Figure 1. M1 wires (run 1).
The bar under the picture is 20 um long. Supply wires on this layer in grey.
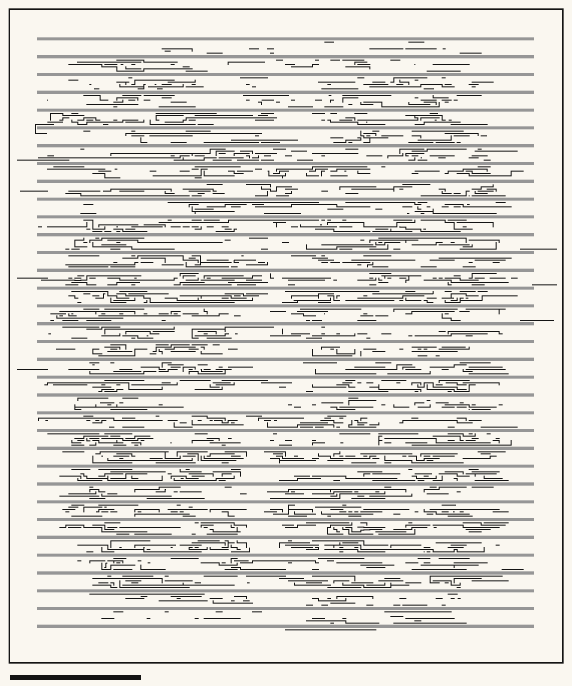
Figure 2. Signal wires on met2 (run 1).
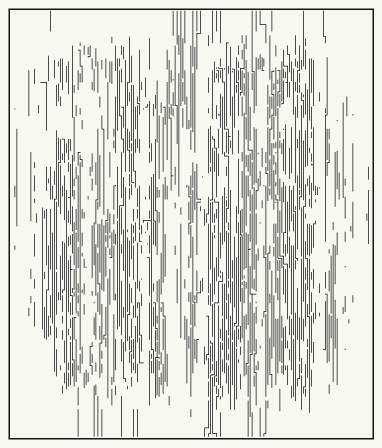
Figure 3. The metal 3 layer (run 1).
The bar under the picture is 20 um long.
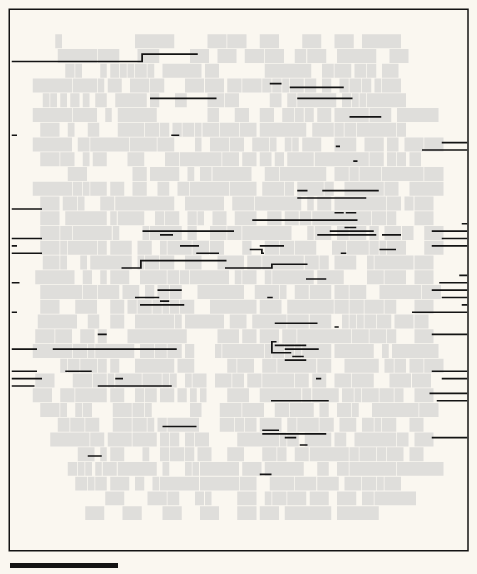
Figure 4. M4 wires (run 1).
Supply wires on this layer in grey.
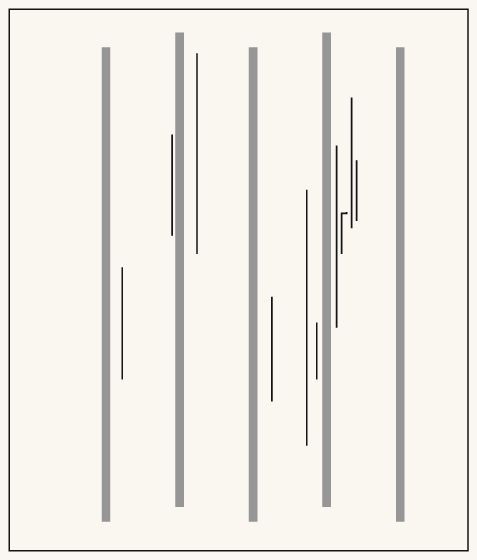
**src/rtl/dp_run_ctrl.sv**
```systemverilog
// Run-control scheduler for the pipelined MIPS datapath: run/stop/step/reset commands,
// registered clock-enable and reset, halt capture and enabled-cycle counter.
// Optional RUN watchdog is built when DP_RUN_CTRL_WDOG_EN is defined.
module dp_run_ctrl #(
  parameter int CNT_W    = 32,
  parameter int STEP_W   = 16,
  parameter int RST_CYC  = 4,
  parameter int WDOG_CYC = 1_000_000
) (
  input  logic              clk,
  input  logic              rst,
  input  logic              cmd_valid,
  input  logic [1:0]        cmd_op,
  input  logic [STEP_W-1:0] cmd_steps,
  output logic              cmd_ready,
  output logic              cmd_err,
  input  logic              dp_halt,
  output logic              dp_en,
  output logic              dp_rst,
  output logic              busy,
  output logic              done,
  output logic              halted,
  output logic              wdog_trip,
  output logic [CNT_W-1:0]  cycle_cnt
);

  typedef enum logic [2:0] {
    S_IDLE   = 3'd0,
    S_RUN    = 3'd1,
    S_STEP   = 3'd2,
    S_DPRST  = 3'd3,
    S_HALTED = 3'd4
  } state_t;

  localparam logic [1:0]        OP_STOP    = 2'b00;
  localparam logic [1:0]        OP_RUN     = 2'b01;
  localparam logic [1:0]        OP_STEP    = 2'b10;
  localparam logic [1:0]        OP_DPRESET = 2'b11;
  localparam int                RST_W      = $clog2(RST_CYC + 1);
  localparam logic [STEP_W-1:0] STEP_ONE   = STEP_W'(1);
  localparam logic [RST_W-1:0]  RST_ONE    = RST_W'(1);
  localparam logic [RST_W-1:0]  RST_LOAD   = RST_W'(RST_CYC);
  localparam logic [CNT_W-1:0]  CNT_ONE    = CNT_W'(1);

  state_t            state_r, state_nx_s;
  logic [STEP_W-1:0] step_left_r, step_left_nx_s;
  logic [RST_W-1:0]  rst_left_r, rst_left_nx_s;
  logic              accept_s, halt_s, wdog_hit_s, cnt_clr_s;
  logic              done_nx_s, err_nx_s, trip_nx_s;
  logic              ready_nx_s, en_nx_s, dprst_nx_s, halted_nx_s;

  assign accept_s = cmd_valid && cmd_ready;
  assign halt_s   = dp_halt && dp_en && !dp_rst;

`ifdef DP_RUN_CTRL_WDOG_EN
  localparam int WD_W = $clog2(WDOG_CYC + 1);
  logic [WD_W-1:0] wdog_cnt_r;

  assign wdog_hit_s = (state_r == S_RUN) && (wdog_cnt_r == WD_W'(WDOG_CYC - 1));

  // Consecutive RUN cycle counter; held at zero outside RUN so every entry starts fresh.
  always_ff @(posedge clk) begin
    if (rst) begin
      wdog_cnt_r <= '0;
    end else if (state_r != S_RUN) begin
      wdog_cnt_r <= '0;
    end else begin
      wdog_cnt_r <= wdog_cnt_r + WD_W'(1);
    end
  end
`else
  assign wdog_hit_s = 1'b0;
`endif

  // Next-state and next-output decode; halt outranks STOP, which outranks the watchdog.
  always_comb begin
    state_nx_s     = state_r;
    step_left_nx_s = step_left_r;
    rst_left_nx_s  = rst_left_r;
    done_nx_s      = 1'b0;
    err_nx_s       = 1'b0;
    trip_nx_s      = 1'b0;
    cnt_clr_s      = 1'b0;
    case (state_r)
      S_IDLE: begin
        if (accept_s) begin
          case (cmd_op)
            OP_RUN: state_nx_s = S_RUN;
            OP_STEP: begin
              state_nx_s     = S_STEP;
              step_left_nx_s = (cmd_steps == '0) ? STEP_ONE : cmd_steps;
            end
            OP_DPRESET: begin
              state_nx_s    = S_DPRST;
              rst_left_nx_s = RST_LOAD;
              cnt_clr_s     = 1'b1;
            end
            default: err_nx_s = 1'b1;
          endcase
        end else begin
          state_nx_s = S_IDLE;
        end
      end
      S_RUN: begin
        if (halt_s) begin
          state_nx_s = S_HALTED;
          done_nx_s  = 1'b1;
          err_nx_s   = accept_s;
        end else if (accept_s && (cmd_op == OP_STOP)) begin
          state_nx_s = S_IDLE;
          done_nx_s  = 1'b1;
        end else if (wdog_hit_s) begin
          state_nx_s = S_IDLE;
          done_nx_s  = 1'b1;
          trip_nx_s  = 1'b1;
          err_nx_s   = accept_s;
        end else begin
          err_nx_s = accept_s;
        end
      end
      S_STEP: begin
        step_left_nx_s = step_left_r - STEP_ONE;
        if (halt_s) begin
          state_nx_s = S_HALTED;
          done_nx_s  = 1'b1;
        end else if (step_left_r == STEP_ONE) begin
          state_nx_s = S_IDLE;
          done_nx_s  = 1'b1;
        end else begin
          state_nx_s = S_STEP;
        end
      end
      S_DPRST: begin
        rst_left_nx_s = rst_left_r - RST_ONE;
        if (rst_left_r == RST_ONE) begin
          state_nx_s = S_IDLE;
        end else begin
          state_nx_s = S_DPRST;
        end
      end
      S_HALTED: begin
        if (accept_s && (cmd_op == OP_DPRESET)) begin
          state_nx_s    = S_DPRST;
          rst_left_nx_s = RST_LOAD;
          cnt_clr_s     = 1'b1;
        end else begin
          err_nx_s = accept_s;
        end
      end
      default: state_nx_s = S_IDLE;
    endcase
  end

  // Level outputs are a decode of the next state so they land on the same edge as it.
  always_comb begin
    ready_nx_s  = (state_nx_s == S_IDLE) || (state_nx_s == S_RUN) || (state_nx_s == S_HALTED);
    en_nx_s     = (state_nx_s == S_RUN) || (state_nx_s == S_STEP) || (state_nx_s == S_DPRST);
    dprst_nx_s  = (state_nx_s == S_DPRST);
    halted_nx_s = (state_nx_s == S_HALTED);
  end

  // State and registered outputs.
  always_ff @(posedge clk) begin
    if (rst) begin
      state_r     <= S_IDLE;
      step_left_r <= '0;
      rst_left_r  <= '0;
      cmd_ready   <= 1'b1;
      cmd_err     <= 1'b0;
      dp_en       <= 1'b0;
      dp_rst      <= 1'b0;
      busy        <= 1'b0;
      done        <= 1'b0;
      halted      <= 1'b0;
      wdog_trip   <= 1'b0;
    end else begin
      state_r     <= state_nx_s;
      step_left_r <= step_left_nx_s;
      rst_left_r  <= rst_left_nx_s;
      cmd_ready   <= ready_nx_s;
      cmd_err     <= err_nx_s;
      dp_en       <= en_nx_s;
      dp_rst      <= dprst_nx_s;
      busy        <= en_nx_s;
      done        <= done_nx_s;
      halted      <= halted_nx_s;
      wdog_trip   <= trip_nx_s;
    end
  end

  // Saturating count of enabled, non-reset datapath cycles.
  always_ff @(posedge clk) begin
    if (rst) begin
      cycle_cnt <= '0;
    end else if (cnt_clr_s) begin
      cycle_cnt <= '0;
    end else if (dp_en && !dp_rst && (cycle_cnt != {CNT_W{1'b1}})) begin
      cycle_cnt <= cycle_cnt + CNT_ONE;
    end else begin
      cycle_cnt <= cycle_cnt;
    end
  end

endmodule

```
**config.mk**
```make
export PLATFORM = sky130hd
export DESIGN_NAME = dp_run_ctrl
export DESIGN_NICKNAME = d
export VERILOG_FILES = /design/src/rtl/dp_run_ctrl.sv
export SDC_FILE = /design/constraint.sdc
export NUM_CORES = 1
export LEC_CHECK = 0
export ABC_AREA = 0
export CORE_ASPECT_RATIO = 1.2
export CORE_MARGIN = 4
export CORE_UTILIZATION = 47
export DETAILED_ROUTE_END_ITERATION = 10
export PLACE_DENSITY_LB_ADDON = 0.1
export SETUP_SLACK_MARGIN = 0.15
export SYNTH_ARGS = -nofsm -noshare
export SYNTH_HDL_FRONTEND = slang
export SYNTH_SLANG_ARGS = --single-unit
export TNS_END_PERCENT = 30
```
**constraint.sdc**
```tcl
create_clock -name clk -period 1.9 [get_ports clk]
set_input_delay 0.19 -clock clk [delete_from_list [all_inputs] [get_ports clk]]
set_output_delay 0.19 -clock clk [all_outputs]
set_load 0.01 [all_outputs]
```
==> flow_summary.json, run 1 <==
{
  "synth_flops": 60,
  "power_frac_seq_pct": 34.2,
  "clockBufferDepth": 2,
  "path_max_fanout": 5,
  "path_common_cell": "and4_4",
  "fillers": 487,
  "post-route-period-util_pct": 99.9,
  "cp.required_ps": 2170,
  "holdBufCountCts": 0,
  "arrival_ps": 2170,
  "overflow": 0,
  "swShare_pct": 30.5,
  "cts.sinks": 60,
  "warnings": 31,
  "io_pins": 62,
  "ys_area_um2": 3290,
  "rsz0062_at_grt": "true",
  "crit_buf_inv": 1,
  "rrSetupSlack_ps": 3,
  "finClkSkew_ps": 10.2,
  "diodes": 0,
  "yosysWarnings": 0,
  "ys.flop_type": "dfxtp_1",
  "cpPeakStageDelay_ps": 550,
  "route.detailed.drc": 0,
  "maxCapViolCount": 0,
  "slew_violations": 0,
  "critPathCaptureType": "register",
  "track_usage_pct": 23.2,
  "flop_area_um2": 1260,
  "crit_start": "cycle_cnt[5]",
  "die_y_um": 99.6,
  "rr_startpoint": "cycle_cnt[5]",
  "ys_cells": 406,
  "async_reset_ff_share_pct": 0,
  "intPower_uw": 2900,
  "peakVddDrop_v": 0.000661,
  "synth_cell_types": 71,
  "grt_pass1_wl_um": 16100,
  "final_core_util_pct": 75.8,
  "first_global_vias": 3450,
  "cts_tree": "done",
  "grt_max_degree": 33,
  "cts_root_buf": "clkbuf_8",
  "netlist_instances": 406,
  "clk_latency_ps": 340,
  "num_rows": 33,
  "detail_route.wl_per_cell_um": 17.3,
  "hold_path.class": "reg2reg",
  "floorplan.nets": 433,
  "hold_start": "cycle_cnt[29]",
  "power.switching_uw": 1270,
  "drt-vias-per-instance": 6.04,
  "avgSynthCellArea_um2": 8.10,
  "dpl.hpwl_um": 6910,
  "gp_congestion": 0.869,
  "final_net_count": 558,
  "startpoint_type": "register",
  "clock_power_share_pct": 35.4,
  "leakage_uw": 0.00185,
  "placeableCoreArea_um2": 6810,
  "antenna_found_initial": 0,
  "dr.pass1.iters": 7,
  "finalSetupTns_ps": 0,
  "fp_util_pct": 48.2,
  "period_needed_ps": 1900,
  "status": "finished, final reports clean",
  "htree_levels": 3,
  "drtIter0Drc": 167,
  "p_comb_share_pct": 30.4,
  "fmax_mhz": 527,
  "antenna_left": 0,
  "clk_pin_slew_worst_paths_ps": 70,
  "final_hold_viol_count": 0,
  "die_w_um": 84.3,
  "synth-edff-count": 0,
  "power_density_nw_per_um2": 807,
  "ys_seq_share_pct": 36.5,
  "portBuffers": 60,
  "tightest_slew_ps": 493,
  "setup_viol": 0,
  "syn-cell-area_um2": 3290,
  "yosys-top-cells-area": "dfxtp_1 37%, a21oi_1 5.5%, nand2_1 4.1%, or3_1 3.6%, nor2_1 3.5%"
}
Notes on Figure 1 above:
share of all routed wire: 39%
longest straight run: 23.0 um
wire length on this layer: 4160 um

Notes on Figure 2 above:
wire length on this layer: 5920 um
longest straight run: 46.2 um
vias post-DR: 3766
Post-Route WL: 10800 um
GR Layer Usage met2: 43.4%

Notes on Figure 3 above:
share of all routed wire: 4.5%
wire length on this layer: 481 um
met3 GRT Util: 3.31%

Notes on Figure 4 above:
wire length on this layer: 228 um
main direction: vertical
longest straight run: 46.9 um

run 1: worst paths after layout:
kind / end / cells past startpoint
worst min register to register: cycle_cnt[29] / 2
worst max register to register: cycle_cnt[28] / 6
worst min-delay path: cycle_cnt[29] / 2
worst max-delay path: cycle_cnt[28] / 6
run 1: power groups by stage:
stage	combinational, uW	sequential [uW]	clock, uW
4_1_cts	1140	1430	1480
3_5_place_dp	996	1450	0
5_1_grt	1370	1440	1550
6_report	1270	1420	1470
2_1_floorplan	619	1440	0
3_3_place_gp	982	1450	0
run 1: registers in the layout (all words and copies together), names as in the netlist:
register and cells:
cmd_err 1, halted 1, dp_rst 1, rst_left_r 3, step_left_r 16, busy 1
state_r 3, done 1, cmd_ready 1, cycle_cnt 32
run 1: layer usage:
| metal | vias to the layer above | GRT usage [%] | part of all wire (%) |
|---|---|---|---|
| li1 | 1793 | - | - |
| met1 | 1826 | 26.2 | 39 |
| met2 | 125 | 43.4 | 55 |
| met3 | 22 | 3.31 | 4.5 |
| met4 | 0 | 9.26 | 2.1 |
| met5 | - | 0 | 0 |
run 1: per-stage QoR:
step	worst slack (ps)	hold slack (ps)	cells	instance area, um^2	power [uW]
2_1_floorplan	97.5	356	406	3320	2060
3_3_place_gp	-105	467	584	4320	2430
3_5_place_dp	-18.5	473	584	4320	2440
4_1_cts	73.8	494	614	4790	4040
5_1_grt	-74.6	511	623	5160	4350
6_report	2.71	493	623	5160	4170
run 1: synth_stat cells, types with 5 or more instances:
cell and number:
nor3_1 7, o21ai_1 12, ha_1 5, o31ai_1 8, nor2_1 31, nand3_1 14
dfxtp_1 60, inv_1 16, o21ai_0 21, a21oi_1 36, and3_1 8, or3_1 19
nand4_1 9, or4_1 6, nor4_1 9, and4_1 7, nand2_1 36, clkbuf_1 14
run 1: area by class of cell:
cell class,count,share of cell area [%]
clock buffer,12,3.01
clock inverter,4,1.84
inverter,16,1.16
multi-input combinational,308,43.7
sequential,60,24.4
tap,87,2.11
timing repair buffer,136,23.8
run 1: worst min-delay path: cells and delay by family, from the launching register on:
family | cells | cell delay [ps]
flops | 1 | 330
compound gates | 2 | 130
run 1: layout by cell type, fill, tap and decap left out, types with 6 or more instances in the layout:
cell,netlist,final
a21oi_2,0,7
nor4_1,9,8
clkdlybuf4s50_1,0,60
buf_6,2,13
inv_1,16,16
clkbuf_8,0,11
or3_1,19,15
o21ai_0,21,15
and4_4,0,7
nor3_1,7,6
o21ai_1,12,8
nand2_1,36,33
dfxtp_4,0,12
a21oi_1,36,29
nand3_1,14,10
buf_4,3,62
o21ai_2,0,9
dfxtp_1,60,36
and3_1,8,6
nor2_1,31,30
nand4_1,9,9
dfxtp_2,0,12
run 1: logic make-up after synthesis:
family                   after synthesis  synth area share, %
XOR/XNOR                               5                 1.33
adder cells (fa/ha/maj)                6                 2.21
flip-flops                            60                 36.5
other                                  1                0.114
multiplexers                           1                0.305
AND-OR/OR-AND                        125                 25.2
buffers and inverters                 38                 5.21
AND/OR/NAND/NOR                      170                 29.1
run 1: timing repair:
action,CTS,global route
hold endpoints to repair,0,0
pin swaps,11,61
endpoints found under the setup margin,34,51
gates resized,36,81
cloned,1,1
setup buffers,13,8
==> run 2, diff against run 1 <==
Settings changed: CAP_MARGIN from default to 40, PLACE_DENSITY from default to 0.74, PLACE_DENSITY_LB_ADDON 0.1 to default.
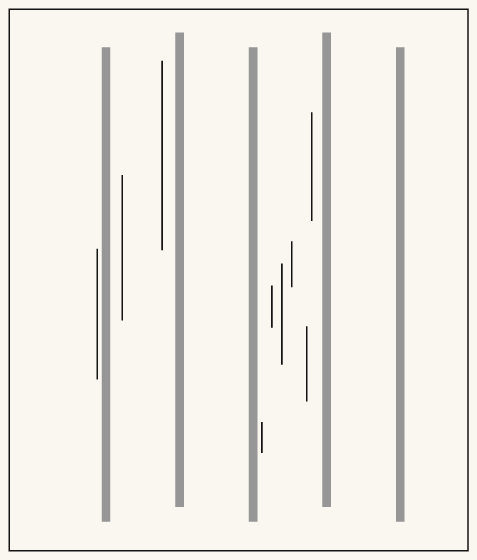
Figure 5: run 2, M4 wires.
Supply wires on this layer in grey.
wire length on this layer: 158 um
nets with wire on the layer: 5
share of all routed wire: 1.6%
longest straight run: 34.7 um
main direction: vertical
Post-Route WL: 9950 um
vias post-DR: 3646

==> run 2 against run 1 <==
Compared with the run above: sequential power about the same; critical endpoint is now busy; worst hold slack worse by 5.3 ps; final cell count fell by 2.9%; utilization shrank 4.3 points; final area decreased by 5.6%; clock-buffer cell count down 2; global-route usage shrank 1.5 points; largest power group is now registers; flip-flop count unchanged.
==> flow_summary.json, run 2 <==
{
  "hold_path.class": "reg2reg",
  "rsz0062_at_grt": "true",
  "synth-edff-count": 0,
  "mostFrequentLayoutCell": "clkdlybuf4s50_1",
  "dpl.hpwl_um": 6480,
  "floorplan.nets": 433,
  "htree_levels": 3,
  "ys_cells": 406,
  "overflow": 0,
  "power_frac_seq_pct": 38.9,
  "holdBufCountCts": 0,
  "pre_cts_slack_ps": -44.8,
  "ys_area_um2": 3290,
  "critPathCaptureType": "register",
  "reg_top3": "cycle_cnt: 32 flops, step_left_r: 16 flops",
  "cts_root_buf": "clkbuf_8",
  "post-route-period-util_pct": 98.2,
  "clk_latency_ps": 350,
  "most_common_cell": "dfxtp_1",
  "rrSetupSlack_ps": 30,
  "leakage_uw": 0.00173,
  "p_total_uw": 3680,
  "route.detailed.drc": 0,
  "clock_power_share_pct": 30.5,
  "die_w_um": 84.3,
  "startpoint_type": "register",
  "slew_violations": 0,
  "warnings": 31,
  "cts.sinks": 60,
  "detail_route.wl_per_cell_um": 16.4,
  "die_y_um": 99.6,
  "fmax_mhz": 536,
  "peakVddDrop_v": 0.000565,
  "portBuffers": 60,
  "status": "finished, final reports clean",
  "cp.required_ps": 2100,
  "first_global_vias": 3310,
  "antenna_left": 0,
  "drt-vias-per-instance": 6.03,
  "finClkSkew_ps": 10.2,
  "dr.pass1.iters": 4,
  "async_reset_ff_share_pct": 0,
  "yosys-top-cells-count": "60 x dfxtp_1, 36 x a21oi_1, 36 x nand2_1, 31 x nor2_1, 21 x o21ai_0",
  "intPower_uw": 2460,
  "track_usage_pct": 21.7,
  "swShare_pct": 33.3,
  "ys.flop_type": "dfxtp_1",
  "regMostFlops": "cycle_cnt",
  "setup_viol": 0,
  "ys_seq_share_pct": 36.5,
  "period_needed_ps": 1870,
  "grt_max_degree": 33,
  "placeableCoreArea_um2": 6810,
  "synth_cell_types": 71
}
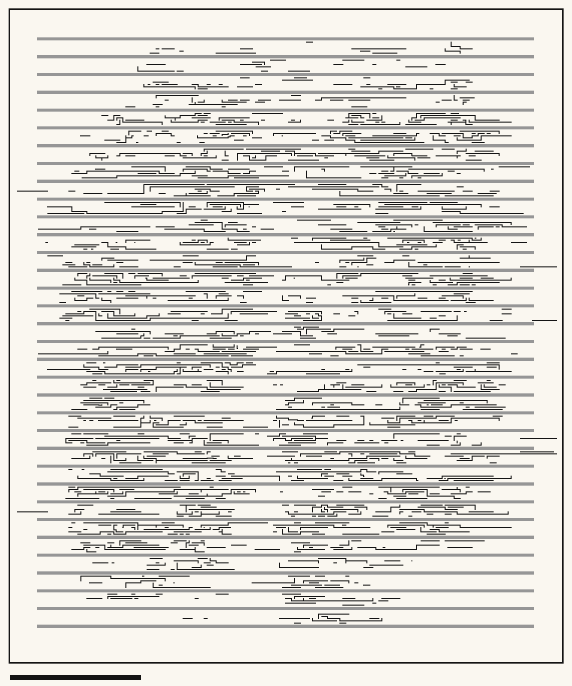
Figure 6: run 2, M1 wires.
The bar under the picture is 20 um long. Supply wires on this layer in grey.
wire length on this layer: 4040 um
longest straight run: 21.6 um

## run 2: cell counts after synthesis
No cell type changed its count.
## run 2: power by group through the flow
stage	sequential, uW	clock (uW)	combinational (uW)
floorplan	1440	0	619
global placement	1440	0	957
detailed placement	1450	0	965
CTS	1420	1120	1030
global route	1440	1190	1220
finish	1430	1120	1130
## run 2: final cells by class
class	instances	area, um^2	area share, %
repair buffers	118	1060	21.7
inverters	16	60.1	1.23
well taps	87	109	2.24
clock inverters	6	55.1	1.13
clock buffers	10	128	2.62
flip-flops and latches	60	1230	25.3
multi-input cells	308	2230	45.8
## run 2: path summary, 6_finish.rpt
path	from	endpoint	cells past startpoint
min reg2reg	rst_left_r[1]	rst_left_r[1]	2
max reg2reg	step_left_r[7]	busy	6
min	rst_left_r[1]	rst_left_r[1]	2
max	step_left_r[7]	busy	6
## run 2: through the flow
step           utilization (%)  area, um^2
2_1_floorplan                -        3320
3_3_place_gp              62.5        4260
3_5_place_dp              62.5        4260
4_1_cts                   66.6        4540
5_1_grt                   71.5        4870
6_report                  71.5        4870
## run 2: metal layers
layer  part of all wire (%)  GRT usage [%]
met5                      0              0
met3                    5.9           3.65
met4                    1.6           9.62
met2                     52           39.0
met1                     41           25.1
## run 2: kinds of logic after synthesis
group | after synthesis | synth area share, %
buf+inv | 38 | 5.21
fa+ha+maj | 6 | 2.21
simple gates | 170 | 29.1
compound gates | 125 | 25.2
xor+xnor | 5 | 1.33
flops | 60 | 36.5
other cells | 1 | 0.114
mux | 1 | 0.305
## run 2: repair_timing
item	4_1_cts	5_1_grt
buffers inserted	1	8
gates cloned	3	1
resized	21	69
pin swaps	5	49
endpoints found under the setup margin	27	41
## run 2: critical path, stage by stage, from the launching register on
cell      delay [ps]
dfxtp_2          330
or4_4            580
nor4_4           180
a41oi_2          160
buf_4            190
a31oi_1          180
a211oi_1         100
==> run 3, diff against run 2 <==
Settings changed: CORE_UTILIZATION 47 to 52, PLACE_DENSITY 0.74 to 0.78.
Clock period 1.9 ns to 2 ns, I/O delays scaled along.
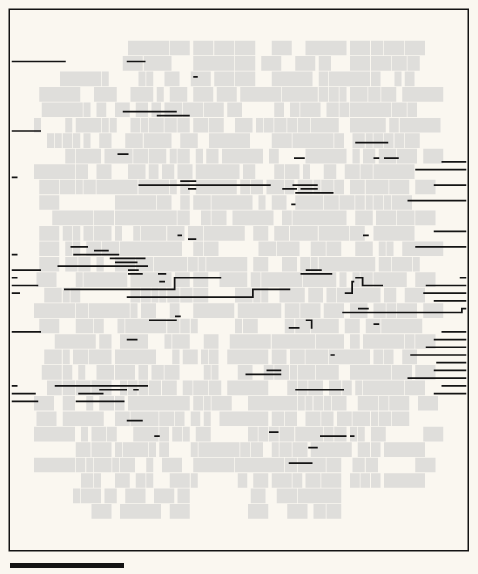
Figure 7: run 3, the metal 3 layer.
The bar under the picture is 20 um long.
longest straight run: 23.0 um
wire length on this layer: 454 um
nets with wire on the layer: 71
main direction: horizontal
share of all routed wire: 4.8%
met3 GRT Util: 3.69%
Post-Route WL: 9490 um
vias post-DR: 3573

==> run 3 against run 2 <==
Compared with the run above: first-iteration DRC count is 11% higher; clock-buffer cell count is 3 higher; global-route usage is 2.2 points higher; area after synthesis stayed put; final cell count is 3.1% lower; flip-flop count stayed put; fmax is 2.0% lower; largest power group is now the clock network; wire length is 4.6% lower; clock power is 31% higher.
==> flow_summary.json, run 3 <==
{
  "rrSetupSlack_ps": 100,
  "slew_violations": 0,
  "regMostFlops": "cycle_cnt",
  "diodes": 0,
  "placeableCoreArea_um2": 6090,
  "fmax_mhz": 525,
  "overflow": 0,
  "final_hold_viol_count": 0,
  "first_global_vias": 3211,
  "ys.flop_type": "dfxtp_1",
  "clk_latency_ps": 350,
  "post-route-period-util_pct": 95.2,
  "synth_flops": 60,
  "synth-edff-count": 0,
  "path_max_fanout": 5,
  "finClkSkew_ps": 9.86,
  "antenna_left": 0,
  "rsz0062_at_grt": "true",
  "period_needed_ps": 1900,
  "yosysTopAreaCell": "dfxtp_1",
  "yosys.area_share.simple_pct": 29.1,
  "mux_share_pct": 0.305,
  "htree_levels": 3,
  "largest_reg_flops": 32,
  "dr.pass1.iters": 5,
  "drt-vias-per-instance": 6.10,
  "final_net_count": 526,
  "synth_cell_types": 71,
  "antenna_found_initial": 0,
  "floorplan.nets": 433,
  "netlist_instances": 406,
  "grt_pass1_wl_um": 14400,
  "arrival_ps": 2170,
  "drtIter0Drc": 264,
  "die_w_um": 80.6,
  "ys_cells": 406,
  "portBuffers": 60,
  "route.detailed.drc": 0,
  "startpoint_type": "register",
  "status": "finished, final reports clean",
  "clk_pin_slew_worst_paths_ps": 70,
  "critPathCaptureType": "register",
  "gp_congestion": 0.873,
  "fp_util_pct": 54.0,
  "warnings": 30,
  "power_density_nw_per_um2": 811,
  "syn-cell-area_um2": 3290,
  "track_usage_pct": 23.9,
  "rr_startpoint": "cycle_cnt[1]",
  "dpl.hpwl_um": 6390,
  "grt_max_degree": 33,
  "ys_top_logic_family": "simple AND/OR/NAND/NOR gates",
  "timing.rr.end": "cycle_cnt[17]",
  "clockBufferDepth": 2,
  "worstRegToRegCells": 7,
  "final_core_util_pct": 75.8,
  "async_reset_ff_share_pct": 0,
  "fillers": 449,
  "leakage_uw": 0.00167,
  "finalSetupTns_ps": 0,
  "io_pins": 62,
  "cts_tree": "done",
  "reg_top3": "cycle_cnt: 32 flops, step_left_r: 16 flops",
  "ys_area_um2": 3290,
  "cp.required_ps": 2260,
  "num_rows": 31,
  "detail_route.wl_per_cell_um": 16.2,
  "most_common_cell": "dfxtp_1",
  "peakVddDrop_v": 0.000596,
  "yosysWarnings": 0,
  "crit_end": "cycle_cnt[17]",
  "hold_path.class": "reg2reg",
  "avgSynthCellArea_um2": 8.10,
  "cts.sinks": 60,
  "yosys-top-cells-area": "dfxtp_1 37%, a21oi_1 5.5%, nand2_1 4.1%, or3_1 3.6%, nor2_1 3.5%",
  "maxCapViolCount": 0,
  "final-instance-count-excl-fill": 586,
  "yosys-top-cells-count": "60 x dfxtp_1, 36 x a21oi_1, 36 x nand2_1, 31 x nor2_1, 21 x o21ai_0",
  "mostFrequentLayoutCell": "clkdlybuf4s50_1",
  "dpl.cell_count": 560,
  "crit_start": "cycle_cnt[1]",
  "synthXorXnorAreaFrac_pct": 1.33,
  "adder_share_pct": 2.21,
  "die_y_um": 95.1
}
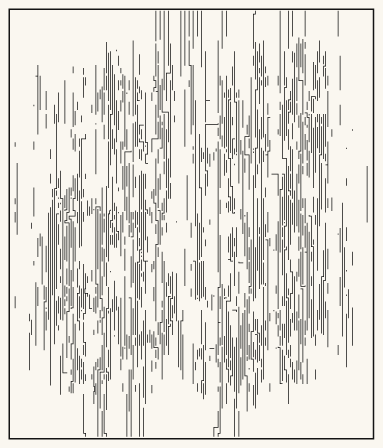
Figure 8: run 3, signal wires on met2.
nets with wire on the layer: 465
longest straight run: 39.4 um
share of all routed wire: 51%
main direction: vertical
wire length on this layer: 4850 um
GR Layer Usage met2: 40.7%

==> run 3: cell count changes in the layout (fill, tap and decap cells not counted), sizes merged <==
| cell | change |
|---|---|
| buf | -14 |
| bufinv | +2 |
| clkbuf | +3 |
| clkinv | -5 |
==> run 3: power by group <==
| part | switching [uW] | leakage [uW] | internal (uW) |
|---|---|---|---|
| Clock | 507 | 0.000136 | 965 |
| Combinational | 517 | 0.00104 | 408 |
| Sequential | 79.0 | 0.000491 | 1270 |
==> run 3: area by class of cell <==
cell class	count	area (um^2)	share of cell area, %
Tap cell	82	103	2.22
Timing Repair Buffer	104	931	20.2
Clock buffer	13	179	3.88
Multi-Input combinational cell	308	2030	44.1
Clock inverter	3	90.1	1.95
Inverter	16	60.1	1.30
Sequential cell	60	1220	26.4
==> run 3: logic make-up after synthesis <==
group	after synthesis
simple gates	170
compound gates	125
flops	60
buf+inv	38
fa+ha+maj	6
xor+xnor	5
other cells	1
mux	1
==> run 3: what timing repair did <==
action / in CTS / in global routing
hold buffers: 0 / 0
pin swaps: 2 / 11
setup endpoints to repair: 15 / 38
buffers inserted: 0 / 9
cloned: 0 / 1
resized: 2 / 33
==> run 3: through the flow <==
step / setup WS (ps) / power [uW] / hold WS [ps] / cell area [um^2]
after floorplan: 160 / 1960 / 366 / 3290
final: 95.5 / 3740 / 497 / 4610
after global routing: 10.3 / 3910 / 536 / 4610
after detailed placement: -3.50 / 2270 / 489 / 4140
after CTS: 77.4 / 3730 / 501 / 4420
after global placement: 84.7 / 2250 / 468 / 4140
==> run 3: routing by layer <==
layer	vias to the layer above	wire length, um	track usage (%)
li1	1724	-	-
met1	1695	3790	28.0
met2	120	4850	40.7
met3	34	453	3.69
met4	0	389	14.4
met5	-	0	0
==> run 3: how the worst min path moves through the flow <==
stage	cells past startpoint	from	end
2_1_floorplan	2	cmd_steps[14]	step_left_r[14]
3_3_place_gp	2	rst_left_r[1]	rst_left_r[1]
3_5_place_dp	2	step_left_r[15]	step_left_r[15]
4_1_cts	2	step_left_r[15]	step_left_r[15]
5_1_grt	2	step_left_r[15]	step_left_r[15]
6_report	2	rst_left_r[1]	rst_left_r[1]
==> run 3: critical path, stage by stage, from the launching register on <==
cell and delay (ps):
dfxtp_1 340, ha_1 170, and4_1 260, nand2_4 110
o41ai_4 390, buf_4 210, o21ai_0 120, a21oi_1 210

==> notes/layouts.md <==
Pictures saved along the way, in no particular order.

Clock wiring as the flow saved it.
shot_01.png
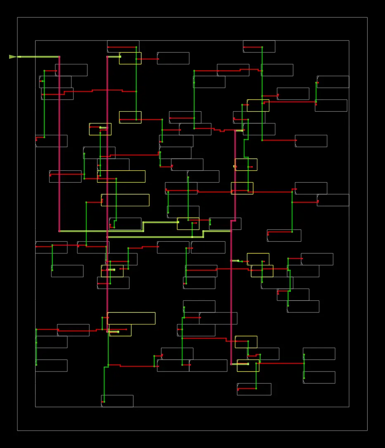
shot_02.png
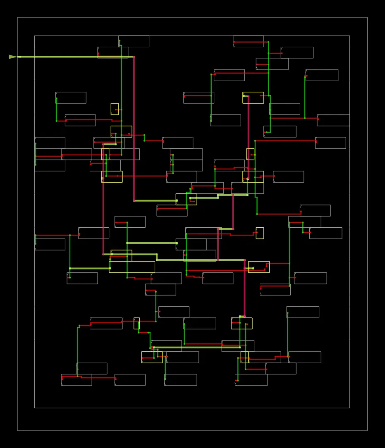
shot_03.png
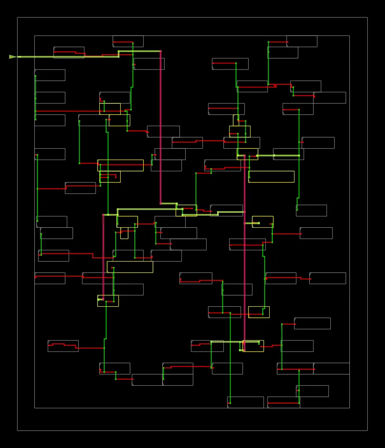
shot_01.png comes from run 3.
shot_02.png comes from run 2.
shot_03.png comes from run 1.

Power and IR drop assume default switching activity.
